$ cat src/rtl/wb_pkg.sv
// Shared encodings and constants for the pd3 writeback stage.
// Kind and load-size codes match the retire-bus encodings used by earlier stages.
package wb_pkg;

  localparam logic [1:0] WB_NONE = 2'd0;
  localparam logic [1:0] WB_ALU  = 2'd1;
  localparam logic [1:0] WB_LOAD = 2'd2;
  localparam logic [1:0] WB_LINK = 2'd3;

  localparam logic [1:0] LD_BYTE = 2'd0;
  localparam logic [1:0] LD_HALF = 2'd1;
  localparam logic [1:0] LD_WORD = 2'd2;

  typedef enum logic {
    IDLE,
    WAIT_LOAD
  } wb_state_e;

  localparam logic [31:0] LINK_OFFSET = 32'd8;

endpackage

$ cat src/rtl/load_extend.sv
// Combinational big-endian lane selection and sign/zero extension of load data.
// Also reports whether the size/offset pair is misaligned (reserved size behaves as word).
module load_extend
  import wb_pkg::*;
(
  input  logic [31:0] i_rdata,
  input  logic [1:0]  i_size,
  input  logic        i_signed,
  input  logic [1:0]  i_offset,
  output logic [31:0] o_value,
  output logic        o_misaligned
);

  logic [7:0]  w_byte;
  logic [15:0] w_half;

  // Offset 0 is the most significant byte of the word.
  always_comb begin
    w_byte = i_rdata[31:24];
    case (i_offset)
      2'd1:    w_byte = i_rdata[23:16];
      2'd2:    w_byte = i_rdata[15:8];
      2'd3:    w_byte = i_rdata[7:0];
      default: w_byte = i_rdata[31:24];
    endcase
  end

  assign w_half = i_offset[1] ? i_rdata[15:0] : i_rdata[31:16];

  always_comb begin
    o_value = i_rdata;
    case (i_size)
      LD_BYTE: o_value = {{24{i_signed & w_byte[7]}}, w_byte};
      LD_HALF: o_value = {{16{i_signed & w_half[15]}}, w_half};
      default: o_value = i_rdata;
    endcase
  end

  assign o_misaligned = ((i_size == LD_HALF) && i_offset[0]) ||
                        ((i_size != LD_BYTE) && (i_size != LD_HALF) && (i_offset != 2'd0));

endmodule

$ cat src/rtl/writeback_unit.sv
// Writeback stage: forms ALU / load / link results and drives the register file write port.
// Define WB_TRACE_EN to print every write and every misalign/timeout event in simulation.
module writeback_unit
  import wb_pkg::*;
#(
  parameter int LOAD_TIMEOUT = 16
) (
  input  logic        clock,
  input  logic        reset_n,
  input  logic        in_valid,
  output logic        in_ready,
  input  logic [1:0]  in_kind_2,
  input  logic [4:0]  in_dest_5,
  input  logic [31:0] in_alu_32,
  input  logic [31:0] in_pc_32,
  input  logic [1:0]  in_ld_size_2,
  input  logic        in_ld_signed,
  input  logic [1:0]  in_ld_offset_2,
  input  logic        mem_rvalid,
  input  logic [31:0] mem_rdata_32,
  output logic        w_en,
  output logic [4:0]  w_address_d_5,
  output logic [31:0] w_data_dval_32,
  output logic        err_misalign,
  output logic        err_timeout
);

  wb_state_e   r_state, w_next_state;
  logic [7:0]  r_count;
  logic [4:0]  r_dest;
  logic [1:0]  r_size;
  logic        r_signed;
  logic [1:0]  r_offset;
  logic        r_wen;
  logic [4:0]  r_waddr;
  logic [31:0] r_wdata;
  logic        r_err_mis;
  logic        r_err_to;

  logic        w_idle, w_accept, w_timeout, w_ld_mis;
  logic        w_do_write, w_mis_evt, w_load_start;
  logic [4:0]  w_wr_addr;
  logic [31:0] w_wr_data, w_ext_value;
  logic [1:0]  w_ext_size, w_ext_offset;
  logic        w_ext_signed;

  assign w_idle   = (r_state == IDLE);
  assign in_ready = w_idle;
  assign w_accept = in_valid && w_idle;

  // One extender serves both the accept-time alignment check and the later data extraction.
  assign w_ext_size   = w_idle ? in_ld_size_2   : r_size;
  assign w_ext_signed = w_idle ? in_ld_signed   : r_signed;
  assign w_ext_offset = w_idle ? in_ld_offset_2 : r_offset;

  load_extend u_load_extend (
    .i_rdata      (mem_rdata_32),
    .i_size       (w_ext_size),
    .i_signed     (w_ext_signed),
    .i_offset     (w_ext_offset),
    .o_value      (w_ext_value),
    .o_misaligned (w_ld_mis)
  );

  assign w_timeout = !w_idle && !mem_rvalid && (r_count == 8'(LOAD_TIMEOUT - 1));

  always_comb begin
    w_next_state = r_state;
    w_do_write   = 1'b0;
    w_wr_addr    = r_waddr;
    w_wr_data    = r_wdata;
    w_mis_evt    = 1'b0;
    w_load_start = 1'b0;
    case (r_state)
      IDLE: begin
        if (w_accept) begin
          case (in_kind_2)
            WB_ALU: begin
              w_do_write = (in_dest_5 != 5'd0);
              w_wr_addr  = in_dest_5;
              w_wr_data  = in_alu_32;
            end
            WB_LINK: begin
              w_do_write = (in_dest_5 != 5'd0);
              w_wr_addr  = in_dest_5;
              w_wr_data  = in_pc_32 + LINK_OFFSET;
            end
            WB_LOAD: begin
              if (w_ld_mis) begin
                w_mis_evt = 1'b1;
              end else begin
                w_load_start = 1'b1;
                w_next_state = WAIT_LOAD;
              end
            end
            default: ;
          endcase
        end
      end
      WAIT_LOAD: begin
        // Data arriving on the timeout cycle still wins.
        if (mem_rvalid) begin
          w_do_write   = (r_dest != 5'd0);
          w_wr_addr    = r_dest;
          w_wr_data    = w_ext_value;
          w_next_state = IDLE;
        end else if (w_timeout) begin
          w_next_state = IDLE;
        end
      end
      default: w_next_state = IDLE;
    endcase
  end

  always_ff @(posedge clock or negedge reset_n) begin
    if (!reset_n) begin
      r_state   <= IDLE;
      r_count   <= 8'd0;
      r_dest    <= 5'd0;
      r_size    <= 2'd0;
      r_signed  <= 1'b0;
      r_offset  <= 2'd0;
      r_wen     <= 1'b0;
      r_waddr   <= 5'd0;
      r_wdata   <= 32'd0;
      r_err_mis <= 1'b0;
      r_err_to  <= 1'b0;
    end else begin
      r_state <= w_next_state;
      r_wen   <= w_do_write;
      if (w_do_write) begin
        r_waddr <= w_wr_addr;
        r_wdata <= w_wr_data;
      end
      if (w_mis_evt) r_err_mis <= 1'b1;
      if (w_timeout) r_err_to <= 1'b1;
      if (w_load_start) begin
        r_dest   <= in_dest_5;
        r_size   <= in_ld_size_2;
        r_signed <= in_ld_signed;
        r_offset <= in_ld_offset_2;
        r_count  <= 8'd0;
      end else if (!w_idle) begin
        r_count <= r_count + 8'd1;
      end
    end
  end

  assign w_en           = r_wen;
  assign w_address_d_5  = r_waddr;
  assign w_data_dval_32 = r_wdata;
  assign err_misalign   = r_err_mis;
  assign err_timeout    = r_err_to;

`ifdef WB_TRACE_EN
  always @(posedge clock) begin
    if (reset_n) begin
      if (r_wen) $display("WB addr: %d data: %h", w_address_d_5, w_data_dval_32);
      if (w_timeout) $display("WB load timeout, dest %0d abandoned", r_dest);
      if (w_mis_evt) $display("WB misaligned load, dest %0d", in_dest_5);
    end
  end
`else
`endif

endmodule

$ cat config.mk
export PLATFORM = sky130hd
export DESIGN_NAME = writeback_unit
export DESIGN_NICKNAME = d
export VERILOG_FILES = /design/src/rtl/wb_pkg.sv /design/src/rtl/load_extend.sv /design/src/rtl/writeback_unit.sv
export SDC_FILE = /design/constraint.sdc
export NUM_CORES = 1
export LEC_CHECK = 0
export ABC_AREA = 1
export CAP_MARGIN = 40
export CORE_MARGIN = 3
export CORE_UTILIZATION = 35
export DETAILED_ROUTE_END_ITERATION = 10
export PLACE_DENSITY = 0.74
export SYNTH_ARGS = -nofsm -noshare
export SYNTH_HDL_FRONTEND = slang
export SYNTH_HIERARCHICAL = 1
export SYNTH_SLANG_ARGS = --single-unit
$ cat constraint.sdc
create_clock -name clock -period 3.2 [get_ports clock]
set_input_delay 0.32 -clock clock [delete_from_list [all_inputs] [get_ports clock]]
set_output_delay 0.32 -clock clock [all_outputs]
set_load 0.01 [all_outputs]
layers.png
Scale: 3 px per um.
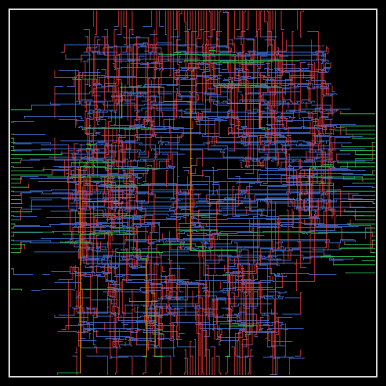
Key: red = M2 [wire length 6,910 um]; blue = M1 [wire length 7,800 um]; green = M3 [wire length 1,130 um]; orange = M4 [wire length 233 um]

closeup.png
Window x 81 to 101, y 20 to 40 um. Cells in grey, sequential cells in the stronger grey; small squares are vias.
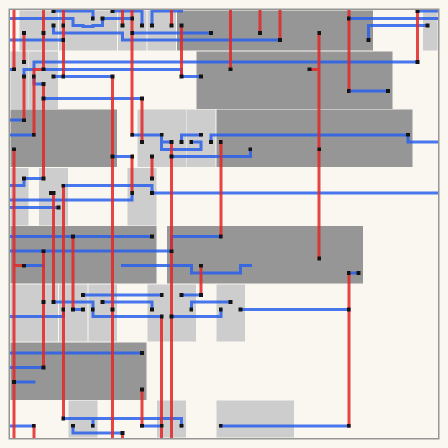
Key: blue = M1; red = M2
Netlist names of flops here include r_dest (3), w_address_d_5 (2), w_data_dval_32 (2). Most frequent: nand2_1 (9), dfrtp_1 (7). Sequential cells in the window: 7. 24 logic cells have their middle in the window.

m4.png
Scale: 3 px per um.
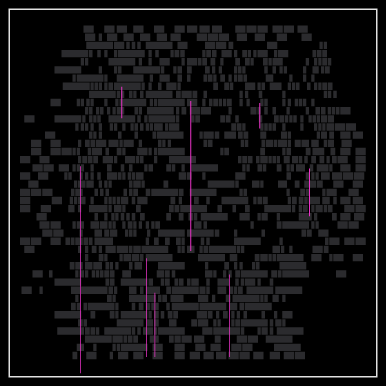
The layer carries 233 um of wire. The longest straight run is 68.7 um. 7 nets have wire on it.

==> flow_summary.toml <==
# physical design summary
[final_layout]
seq_area_sq_um = 1480
syn2layout_area_growth_pct = 39.4
final_nets = 995

[detailed_routing]
routed_wl_um = 16100
vias = 5294
vias_per_cell = 5.00
drt-pass1-iter-count = 7
antenna_left = 0
routedWlPerCell_um = 15.2

[setup_path]
r2r_start = "r_state"
arrival_ps = 2580
reg2reg_depth = 9
r2r_slack_ps = 840
setup.worst_path.class = "register to register"
r2r_end = "w_data_dval_32[17]"
worstSetupEndpointType = "register"
cp.required_ps = 3420
cp_max_fo = 24

[clock_tree]
clockRootBuffer = "clkbuf_16"
cts_buffer_depth = 2
clkTransAtPathRegs_ps = 60
clkLatencyLatePin_ps = 330
cts-htree-levels = 3
postCtsSetupBuffers = 0

[floorplanning]
rows = 41
die_x_um = 122
die_h_um = 122
chip_area_sq_um = 14900
boundaryPins = 153

[global_routing]
antenna_found_initial = 0
grt_pass1_vias = 4912
grt_util_met2_pct = 31.4
grt_pass1_wl_um = 25100

[power]
vdd_drop_max_uv = 208

[timing]
finalHoldViolCount = 0
maxSlewHeadroom_pct = 49.4
timing.fmax_mhz = 424
setup-tns-final_ps = 0
rsz0062_at_grt = "no"
setup_viol = 0
tightest_slew_ps = 759

[run]
cap_violations = 0

[synth]
ys_seq_share_pct = 31.4
syn_nets = 859
synth_cell_types = 40
numSynthFlops = 59
netlist_area_sq_um = 4710
ys_cells = 745
top_cell = "nand2_1"
edf_count = 0
ys_warn_count = 6

[placed_design]
routabilityCongestion = 0.929

[run_status]
outcome = "finished clean"
congestion_map.png
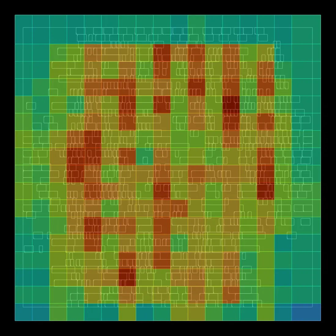
met3 Use GR: 3.85%
utilization after layout: 51.0%
Total GRT Usage: 21.5%

clock_wires.png
Scale: 2 px per um.
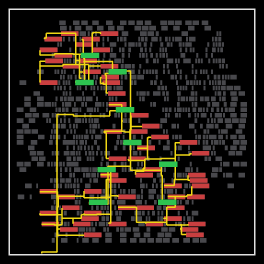
Key: yellow = clock wires [length 935 um]; red = flip-flops [count 59]; green = clock-net drivers [count 9]
There are 10 routed clock nets.

-- registers in the layout, summed over array words and instances (netlist names) --
signal / cells
r_dest: 5
r_offset: 2
w_data_dval_32: 32
w_en: 1
w_address_d_5: 5
err_misalign: 1
r_size: 2
r_signed: 1
r_state: 1
r_count: 8
err_timeout: 1
-- stage by stage --
step,hold WS (ps),instance area [sq um]
final,130,6560
after global routing,213,6560
after CTS,179,6560
after detailed placement,465,6280
after global placement,455,6280
after floorplan,24.4,4710
-- worst max path at each step --
stage / start / endpoint / cells past startpoint
3_3_place_gp: in_ld_offset_2[0] / w_data_dval_32[17] / 11
6_report: r_state / w_data_dval_32[17] / 9
5_1_grt: r_state / r_count[3] / 9
2_1_floorplan: r_state / r_state / 12
3_5_place_dp: in_ld_offset_2[0] / w_data_dval_32[17] / 11
4_1_cts: r_state / w_data_dval_32[19] / 9
-- worst max-delay path, stage by stage (launching register included) --
cell and delay (ps):
dfrtp_1 500, o21ai_0 520, inv_1 130, o21bai_1 190, nand3_2 120, nand3_4 250, nand3_1 180, o21ai_0 210
a21o_1 110, nand2_1 50
-- area by class of cell --
cell class | count | area share, %
multi-input cells | 597 | 42.8
repair buffers | 160 | 24.0
flip-flops and latches | 59 | 22.5
clock buffers | 11 | 3.70
well taps | 172 | 3.28
inverters | 54 | 3.16
clock inverters | 5 | 0.553
-- cells by family after synthesis --
family	Yosys count	synth area share (%)
AND-OR/OR-AND	118	14.5
XOR/XNOR	4	0.744
adder cells (fa/ha/maj)	2	0.532
flip-flops	59	31.4
AND/OR/NAND/NOR	473	43.8
buffers and inverters	89	9.06
-- per-layer routing --
layer	wire length, um	share of wire (%)	up-vias
met5	0	0	-
met4	233	1.4	0
met3	1130	7.0	19
met2	6910	43	203
met1	7800	49	2400
li1	-	-	2672
-- power breakdown --
group	internal [mW]	leakage, nW	total (mW)	switching, mW
Clock	0.546	0.128	0.902	0.356
Sequential	0.945	0.733	1.09	0.147
Combinational	0.583	2.24	1.19	0.608
-- placed cells by master, fill, tap and decap left out, types with 3 or more instances in the layout --
cell | synthesis | layout
dfrtp_1 | 59 | 59
nand2_2 | 4 | 4
a31oi_1 | 5 | 5
inv_1 | 49 | 49
nor2_1 | 89 | 89
o211ai_1 | 9 | 9
nand2_1 | 279 | 279
xor2_1 | 4 | 4
clkdlybuf4s50_1 | 0 | 151
o21ai_1 | 10 | 11
o21bai_1 | 6 | 6
nand3_1 | 61 | 61
nand3_2 | 10 | 10
a21oi_1 | 32 | 32
nor2_2 | 6 | 6
o31ai_1 | 7 | 7
o21ai_0 | 38 | 36
o21ai_2 | 2 | 3
a21boi_0 | 4 | 4
buf_4 | 4 | 8
nor3_1 | 6 | 6
nor2_4 | 5 | 5
clkinvlp_4 | 0 | 3
clkbuf_16 | 0 | 9
inv_2 | 3 | 3
Power is estimated from default activity; no workload was simulated.
